==> src/rtl/udt_pkg.sv <==
// rtl/udt_pkg.sv - shared UDT header types, parser states and byte-order helper
package udt_pkg;

   localparam int UDT_HDR_BYTES = 16;

   typedef enum logic [1:0] {
      H0   = 2'd0,
      H1   = 2'd1,
      PAY  = 2'd2,
      DROP = 2'd3
   } rx_state_e;

   typedef struct packed {
      logic        is_ctrl;
      logic [31:0] word0;
      logic [31:0] word1;
      logic [31:0] word2;
      logic [31:0] word3;
   } udt_hdr_t;

   // Lane 0 carries the first wire byte, UDT words are big-endian.
   function automatic logic [31:0] be_word(input logic [31:0] lanes);
      return {lanes[7:0], lanes[15:8], lanes[23:16], lanes[31:24]};
   endfunction

endpackage

==> src/rtl/axis_reg_slice.sv <==
// rtl/axis_reg_slice.sv - one-deep registered stream slice (64b data, keep, last)
module axis_reg_slice (
   input  logic        i_clk,
   input  logic        i_rst,
   input  logic        i_s_tvalid,
   output logic        o_s_tready,
   input  logic [63:0] i_s_tdata,
   input  logic [7:0]  i_s_tkeep,
   input  logic        i_s_tlast,
   output logic        o_m_tvalid,
   input  logic        i_m_tready,
   output logic [63:0] o_m_tdata,
   output logic [7:0]  o_m_tkeep,
   output logic        o_m_tlast
);

   logic        r_valid;
   logic [63:0] r_data;
   logic [7:0]  r_keep;
   logic        r_last;

   // Refill in the same cycle the held beat drains keeps one beat per cycle.
   assign o_s_tready = !r_valid || i_m_tready;

   always_ff @(posedge i_clk) begin
      if (i_rst) begin
         r_valid <= 1'b0;
         r_data  <= '0;
         r_keep  <= '0;
         r_last  <= 1'b0;
      end else if (i_s_tvalid && o_s_tready) begin
         r_valid <= 1'b1;
         r_data  <= i_s_tdata;
         r_keep  <= i_s_tkeep;
         r_last  <= i_s_tlast;
      end else if (i_m_tready) begin
         r_valid <= 1'b0;
      end
   end

   assign o_m_tvalid = r_valid;
   assign o_m_tdata  = r_data;
   assign o_m_tkeep  = r_keep;
   assign o_m_tlast  = r_last;

endmodule

==> src/rtl/udt_rx_pkt_parser.sv <==
// rtl/udt_rx_pkt_parser.sv - filters UDP RX datagrams and splits UDT header from payload
module udt_rx_pkt_parser
   import udt_pkg::*;
#(
   parameter logic [31:0] FPGA_IP_SRC   = 32'hc0a8006f,
   parameter logic [31:0] FPGA_IP_BCAST = 32'hc0a800ff,
   parameter logic [15:0] PORT          = 16'd10086
) (
   input  logic        udp_clk,
   input  logic        udp_areset,
   input  logic        udp_rx_tvalid,
   output logic        udp_rx_tready,
   input  logic [63:0] udp_rx_tdata,
   input  logic [7:0]  udp_rx_tkeep,
   input  logic        udp_rx_tlast,
   input  logic [31:0] udp_rx_ip_src,
   input  logic [31:0] udp_rx_ip_dest,
   input  logic [15:0] udp_rx_port_src,
   input  logic [15:0] udp_rx_port_dest,
   output logic        hdr_valid,
   input  logic        hdr_ready,
   output logic        hdr_is_ctrl,
   output logic [31:0] hdr_word0,
   output logic [31:0] hdr_word1,
   output logic [31:0] hdr_word2,
   output logic [31:0] hdr_word3,
   output logic [31:0] hdr_ip_src,
   output logic [15:0] hdr_port_src,
   output logic        hdr_has_payload,
   output logic        m_axis_tvalid,
   input  logic        m_axis_tready,
   output logic [63:0] m_axis_tdata,
   output logic [7:0]  m_axis_tkeep,
   output logic        m_axis_tlast,
   output logic [31:0] stat_pkt_ok,
   output logic [31:0] stat_pkt_drop
);

   rx_state_e   r_state;
   // Beat-0 fields are staged so a still-pending header stays stable.
   logic [31:0] r_w0;
   logic [31:0] r_w1;
   logic [31:0] r_ip_src;
   logic [15:0] r_port_src;
   udt_hdr_t    r_hdr;
   logic [31:0] r_hdr_ip;
   logic [15:0] r_hdr_port;
   logic        r_hdr_valid;
   logic        r_hdr_has_payload;
   logic [31:0] r_ok;
   logic [31:0] r_drop;

   logic        w_accept;
   logic        w_dest_ok;
   logic        w_slice_valid;
   logic        w_slice_ready;

   assign w_dest_ok = (udp_rx_port_dest == PORT) &&
                      ((udp_rx_ip_dest == FPGA_IP_SRC) || (udp_rx_ip_dest == FPGA_IP_BCAST));

   always_comb begin
      udp_rx_tready = 1'b1;
      case (r_state)
         H1:      udp_rx_tready = !r_hdr_valid || hdr_ready;
         PAY:     udp_rx_tready = w_slice_ready;
         default: udp_rx_tready = 1'b1;
      endcase
   end

   assign w_accept      = udp_rx_tvalid && udp_rx_tready;
   assign w_slice_valid = (r_state == PAY) && udp_rx_tvalid;

   always_ff @(posedge udp_clk) begin
      if (udp_areset) begin
         r_state           <= H0;
         r_w0              <= '0;
         r_w1              <= '0;
         r_ip_src          <= '0;
         r_port_src        <= '0;
         r_hdr             <= '0;
         r_hdr_ip          <= '0;
         r_hdr_port        <= '0;
         r_hdr_valid       <= 1'b0;
         r_hdr_has_payload <= 1'b0;
         r_ok              <= '0;
         r_drop            <= '0;
      end else begin
         if (r_hdr_valid && hdr_ready)
            r_hdr_valid <= 1'b0;
         if (w_accept) begin
            case (r_state)
               H0: begin
                  r_w0       <= be_word(udp_rx_tdata[31:0]);
                  r_w1       <= be_word(udp_rx_tdata[63:32]);
                  r_ip_src   <= udp_rx_ip_src;
                  r_port_src <= udp_rx_port_src;
                  if (!w_dest_ok || udp_rx_tlast) begin
                     r_drop  <= r_drop + 32'd1;
                     r_state <= udp_rx_tlast ? H0 : DROP;
                  end else begin
                     r_state <= H1;
                  end
               end
               H1: begin
                  if (udp_rx_tkeep != 8'hFF) begin
                     r_drop  <= r_drop + 32'd1;
                     r_state <= udp_rx_tlast ? H0 : DROP;
                  end else begin
                     r_hdr <= udt_hdr_t'{
                        is_ctrl: r_w0[31],
                        word0:   r_w0,
                        word1:   r_w1,
                        word2:   be_word(udp_rx_tdata[31:0]),
                        word3:   be_word(udp_rx_tdata[63:32])
                     };
                     r_hdr_ip          <= r_ip_src;
                     r_hdr_port        <= r_port_src;
                     r_hdr_has_payload <= !udp_rx_tlast;
                     r_hdr_valid       <= 1'b1;
                     r_ok              <= r_ok + 32'd1;
                     r_state           <= udp_rx_tlast ? H0 : PAY;
                  end
               end
               PAY: if (udp_rx_tlast) r_state <= H0;
               default: if (udp_rx_tlast) r_state <= H0;
            endcase
         end
      end
   end

   axis_reg_slice u_pay_slice (
      .i_clk      (udp_clk),
      .i_rst      (udp_areset),
      .i_s_tvalid (w_slice_valid),
      .o_s_tready (w_slice_ready),
      .i_s_tdata  (udp_rx_tdata),
      .i_s_tkeep  (udp_rx_tkeep),
      .i_s_tlast  (udp_rx_tlast),
      .o_m_tvalid (m_axis_tvalid),
      .i_m_tready (m_axis_tready),
      .o_m_tdata  (m_axis_tdata),
      .o_m_tkeep  (m_axis_tkeep),
      .o_m_tlast  (m_axis_tlast)
   );

   assign hdr_valid       = r_hdr_valid;
   assign hdr_is_ctrl     = r_hdr.is_ctrl;
   assign hdr_word0       = r_hdr.word0;
   assign hdr_word1       = r_hdr.word1;
   assign hdr_word2       = r_hdr.word2;
   assign hdr_word3       = r_hdr.word3;
   assign hdr_ip_src      = r_hdr_ip;
   assign hdr_port_src    = r_hdr_port;
   assign hdr_has_payload = r_hdr_has_payload;
   assign stat_pkt_ok     = r_ok;
   assign stat_pkt_drop   = r_drop;

endmodule

==> config.mk <==
export PLATFORM = sky130hd
export DESIGN_NAME = udt_rx_pkt_parser
export DESIGN_NICKNAME = d
export VERILOG_FILES = /design/src/rtl/udt_pkg.sv /design/src/rtl/axis_reg_slice.sv /design/src/rtl/udt_rx_pkt_parser.sv
export SDC_FILE = /design/constraint.sdc
export NUM_CORES = 1
export LEC_CHECK = 0
export CAP_MARGIN = 5
export CORE_ASPECT_RATIO = 0.75
export CORE_MARGIN = 2
export CORE_UTILIZATION = 30
export DETAILED_ROUTE_END_ITERATION = 8
export MAX_ROUTING_LAYER = met4
export PLACE_DENSITY_LB_ADDON = 0.3
export SLEW_MARGIN = 0
export SYNTH_ARGS = -nofsm -noshare
export SYNTH_HDL_FRONTEND = slang
export SYNTH_SLANG_ARGS = --single-unit
==> constraint.sdc <==
create_clock -name udp_clk -period 3.1 [get_ports udp_clk]
set_clock_uncertainty 0.2 [all_clocks]
set_input_delay 0.62 -clock udp_clk [delete_from_list [all_inputs] [get_ports udp_clk]]
set_output_delay 0.62 -clock udp_clk [all_outputs]
set_load 0.02 [all_outputs]
Run 1, routed metal, one colour a layer:
Two of the layers only.
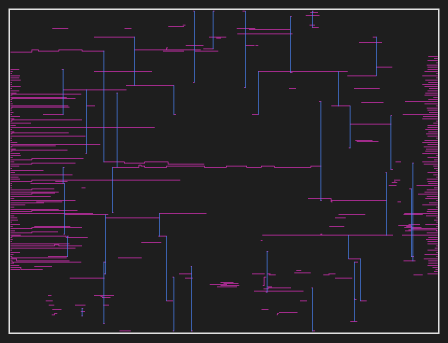
- met4: blue (wire length 1160 µm)
- met3: magenta (wire length 3910 µm)

Run 1, clock nets:
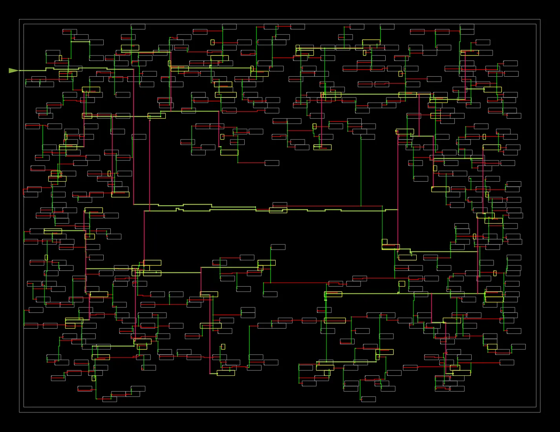
clk_lat worst skew: 0.56 ns
total clock sinks: 430
number of buffers created by CTS: 46
Power Clock: 5.55 mW
seq_cells: 430

Run 1, M4 wires:
Scale bar: 100 µm.
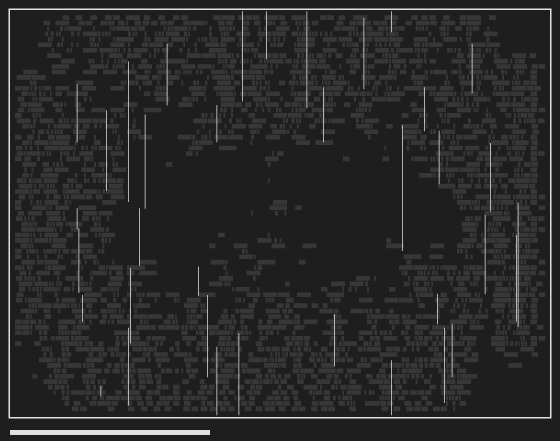
- main direction: vertical
- nets with wire on the layer: 20
- wire length on this layer: 1160 µm

==> flow_summary.json, run 1 <==
{
  "worstHoldEndpoint": "hdr_valid",
  "cp_cell_sequence": "clkdlybuf4s50_1 > or4b_2 > nor4_1 > buf_4 > and4_1 > buf_12 > buf_4 > o31ai_1 > a21oi_1",
  "slew_headroom_pct": 55.8,
  "reg2reg_to": "stat_pkt_ok[27]",
  "worst-path-buf-inv": 4,
  "grt-ovfl-total": 0,
  "powerComb_mw": 2.10,
  "final_core_util_pct": 44.5,
  "worstHoldPathType": "in -> reg",
  "clock_path_buffers": 3,
  "synthXorXnorAreaFrac_pct": 0.165,
  "fp-utilization_pct": 30.2,
  "clock_buffers": 67,
  "final_common_cell": "nand2_1",
  "switching_share_pct": 27.5,
  "intPower_mw": 9.96,
  "chipArea_mm2": 0.0551,
  "comb_area_mm2": 0.00674,
  "fin_nets": 2647,
  "fin_cells": 3218,
  "drt-initial-drc-count": 949,
  "lay_top_cells": "nand2_1, clkdlybuf4s50_1, dfxtp_1",
  "clkCellAreaFrac_pct": 6.42,
  "tool_warnings": 28,
  "yosysTopAreaCellShare_pct": 53.9,
  "hpwl_um": 37100,
  "finalCriticalPeriod_ns": 2.86,
  "logic_gates": 1424,
  "p_leak_nw": 7.84,
  "yosysWarnings": 0,
  "grt_max_degree": 95,
  "seq_share_pct": 36.6,
  "comb-cell-share_pct": 28.7,
  "max_cap_viol_count": 0,
  "core-area_mm2": 0.0528,
  "crit_family": "simple AND/OR/NAND/NOR gates",
  "worstMarginPinSlew_ns": 0.658,
  "clockPowerShare_pct": 40.4,
  "edf_count": 0,
  "postLayoutCellArea_mm2": 0.0235,
  "p_switching_mw": 3.78,
  "ys_types": 46,
  "dp.cells": 3132,
  "top_cells_by_area": "dfxtp_1, nand2_1, a21oi_1",
  "buffers": 549,
  "wl_met1_um": 24200,
  "cp_slowest_cell": "or4b_2",
  "drv_slew": 0,
  "wl_per_cell_um": 16.8,
  "placed_cell_area_mm2": 0.0220,
  "finalSetupViolations": 0,
  "ff_type": "dfxtp_1",
  "cpMostUsedCell": "buf_4",
  "timing.rr.start": "stat_pkt_ok[5]",
  "synth.most_common_cell": "nand2_1",
  "cp_max_fo": 24,
  "rr_worst_depth": 5,
  "antenna_found_initial": 2,
  "ys_chip_area_mm2": 0.0160,
  "syn_to_final_growth_pct": 47.3,
  "finalClockPeriodUsage_pct": 92.3,
  "flop_area_mm2": 0.00861,
  "grt_pass1_wl_um": 83500,
  "rsz0062_at_grt": "no",
  "cts_tree": "yes",
  "viasPerCell": 4.87,
  "ys_sh_simple_pct": 24.7,
  "compound_area_share_pct": 16.0,
  "pg_seq_mw": 6.08,
  "gr-usage-met1_pct": 24.8,
  "antennaDiodeCount": 2,
  "post-cts-setup-buffer-count": 0,
  "drc": 0,
  "pwr-share-seq_pct": 44.3,
  "cts_max_level": 2,
  "rows": 73,
  "via_count": 15700,
  "fp.dieH_um": 204,
  "syn_inst": 2021,
  "post_route_cells_drive_above_1_share_pct": 6.23,
  "fa_ha_area_share_pct": 0.392,
  "hold_buffers": 0,
  "whs_path_depth": 2,
  "synth.mux.area_fraction_pct": 0.706,
  "power_mw": 13.7,
  "grt.total_usage_pct": 19.3,
  "power.density_mw_per_mm2": 584,
  "top_layer_used": "met4",
  "wl_met2_um": 24700,
  "wl_met3_um": 3910,
  "syn_avg_cell_area_um2": 7.90,
  "use_met3_pct": 5.03,
  "root_buffer": "clkbuf_16",
  "critPathKind": "in -> reg",
  "syn_area_mm2": 0.0160,
  "grt_pass1_vias": 14900,
  "gp_congestion": 0.828,
  "crit_path_start": "udp_rx_ip_dest[9]",
  "end_kind": "register",
  "max_freq_ghz": 0.349,
  "fp_nets": 2200,
  "bufAreaShareNonClock_pct": 24.2,
  "hold_viol": 0,
  "die_w_um": 270,
  "io_pins": 492,
  "ctsResizeCount": 1,
  "yosysTopAreaCell": "dfxtp_1",
  "ys.flops": 430,
  "cp-endpoint": "stat_pkt_drop[3]",
  "inverters": 17,
  "hold_path_startpoint": "udp_areset",
  "seq_area_frac_synth_pct": 53.9,
  "status": "complete, no violations",
  "synth.comb.largest_family": "simple AND/OR/NAND/NOR gates",
  "common_cells": "nand2_1, dfxtp_1, a21oi_1, clkbuf_1, or4_1",
  "synthArstFlopShare_pct": 0,
  "arrival_ns": 3.15,
  "finalWirelength_um": 54000,
  "tap_cells": 712,
  "start_kind": "input port",
  "cp.required_ns": 3.39
}
[run 1: through the flow]
step           setup slack [ns]  hold WS, ns
2_1_floorplan             0.199        0.232
3_3_place_gp             -0.284        0.235
3_5_place_dp             -0.296        0.243
4_1_cts                   0.232        0.202
5_1_grt                  0.0688        0.232
6_report                  0.239        0.245
[run 1: flip-flops by register name, summed over array words and instances (netlist names), 31 cells and up]
register / cells
hdr_ip_src: 32
hdr_word0: 31
hdr_word1: 32
hdr_word2: 32
hdr_word3: 32
r_ip_src: 32
r_w0: 32
r_w1: 32
stat_pkt_drop: 32
stat_pkt_ok: 32
u_pay_slice.o_m_tdata: 64
==> run 2: changes to the inputs <==
HOLD_SLACK_MARGIN = 0.08   (was unset)
PLACE_DENSITY = 0.53   (was unset)
PLACE_DENSITY_LB_ADDON = unset   (was 0.3)
==> flow_summary.json, run 2 <==
{
  "hold_buffers": 0,
  "post_route_cells_drive_above_1_share_pct": 5.81,
  "inverters": 17,
  "reg2reg_to": "stat_pkt_ok[29]",
  "cts_buffers": 46,
  "tool_warnings": 34,
  "finalWirelength_um": 55000,
  "cts_max_level": 2,
  "seq_area_frac_synth_pct": 53.9,
  "status": "complete, no violations",
  "compound_area_share_pct": 16.0,
  "tap_cells": 712,
  "start_kind": "register",
  "max_cap_viol_count": 0,
  "clock_path_buffers": 3,
  "cp_cell_sequence": "inv_1 > ha_1 > inv_1 > o221a_2 > inv_1 > dlygate4sd2_1",
  "gp_congestion": 0.824,
  "grt_pass1_vias": 14500,
  "fp.dieH_um": 204,
  "intPower_mw": 9.90,
  "max_freq_ghz": 0.351,
  "comb_area_mm2": 0.00673,
  "pg_seq_mw": 6.08,
  "cp.required_ns": 2.28,
  "rsz0062_at_grt": "no",
  "slew_headroom_pct": 44.9,
  "ys_sh_simple_pct": 24.7,
  "seq_share_pct": 36.8,
  "worst-path-buf-inv": 4,
  "lay_top_cells": "nand2_1, clkdlybuf4s50_1, dfxtp_1",
  "syn_inst": 2021,
  "post-cts-setup-buffer-count": 0,
  "chipArea_mm2": 0.0551,
  "hpwl_um": 37500,
  "switching_share_pct": 27.2,
  "critPathKind": "reg -> out",
  "fin_cells": 3209,
  "clkLatencyLatePin_ns": 0.56,
  "common_cells": "nand2_1, dfxtp_1, a21oi_1, clkbuf_1, or4_1",
  "drc": 0,
  "worstMarginPinSlew_ns": 0.827,
  "postLayoutCellArea_mm2": 0.0234,
  "final_common_cell": "nand2_1",
  "grt.total_usage_pct": 19.8,
  "final_core_util_pct": 44.3,
  "flop_area_mm2": 0.00861,
  "yosysWarnings": 0,
  "flop-count": 430,
  "root_buffer": "clkbuf_16",
  "io_pins": 492,
  "die_w_um": 270,
  "ys_chip_area_mm2": 0.0160,
  "cts_tree": "yes",
  "buffers": 546,
  "hold_viol": 0,
  "synth.comb.largest_family": "simple AND/OR/NAND/NOR gates",
  "bufAreaShareNonClock_pct": 24.0,
  "syn_avg_cell_area_um2": 7.90,
  "yosysTopAreaCell": "dfxtp_1",
  "p_leak_nw": 7.76,
  "grt_max_degree": 119,
  "worstHoldPathType": "reg -> reg",
  "setup_ws_ns": 0.254,
  "edf_count": 0,
  "arrival_ns": 2.03,
  "drt-initial-drc-count": 1097,
  "clockPowerShare_pct": 40.1,
  "top_cells_by_area": "dfxtp_1, nand2_1, a21oi_1",
  "clock-sinks": 430,
  "syn_to_final_growth_pct": 46.4,
  "cp_slowest_cell": "dlygate4sd2_1",
  "cp_max_fo": 4,
  "cp-endpoint": "udp_rx_tready",
  "antenna_found_initial": 2,
  "drv_slew": 0
}
==> run 2: cell counts after synthesis <==
No cell type changed its count.
==> run 2: per-layer routing <==
metal  wire length [µm]  up-vias  GRT usage, %
met4               1400        0          5.76
li1                   -     7650             -
met5                  0        -             -
met1              25700     7338          26.6
met3               3740       84          4.93
met2              24200      421          29.4
==> run 2: worst min path at each step <==
stage	to	start	cells past startpoint
detailed placement	hdr_word0[12]	r_w0[12]	2
floorplan	hdr_ip_src[0]	r_ip_src[0]	2
finish	hdr_port_src[5]	r_port_src[5]	2
global route	hdr_word1[8]	r_w1[8]	2
CTS	hdr_port_src[5]	r_port_src[5]	2
global placement	hdr_word1[24]	r_w1[24]	2
Run 2, the metal 2 layer:
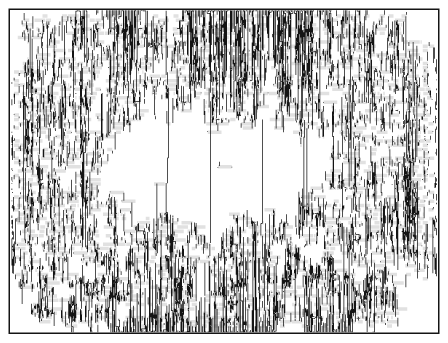
- wire length on this layer: 24.2 mm
- nets with wire on the layer: 2138

Run 2, clock nets:
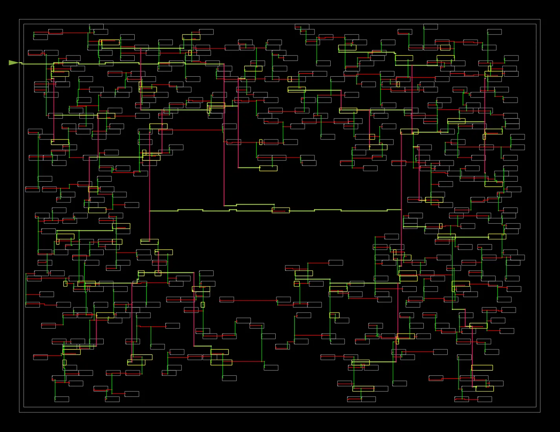
CLK BUF: 65
Power Clock: 5.45 mW

No activity file was given, so power comes from the tool's default toggle rates.
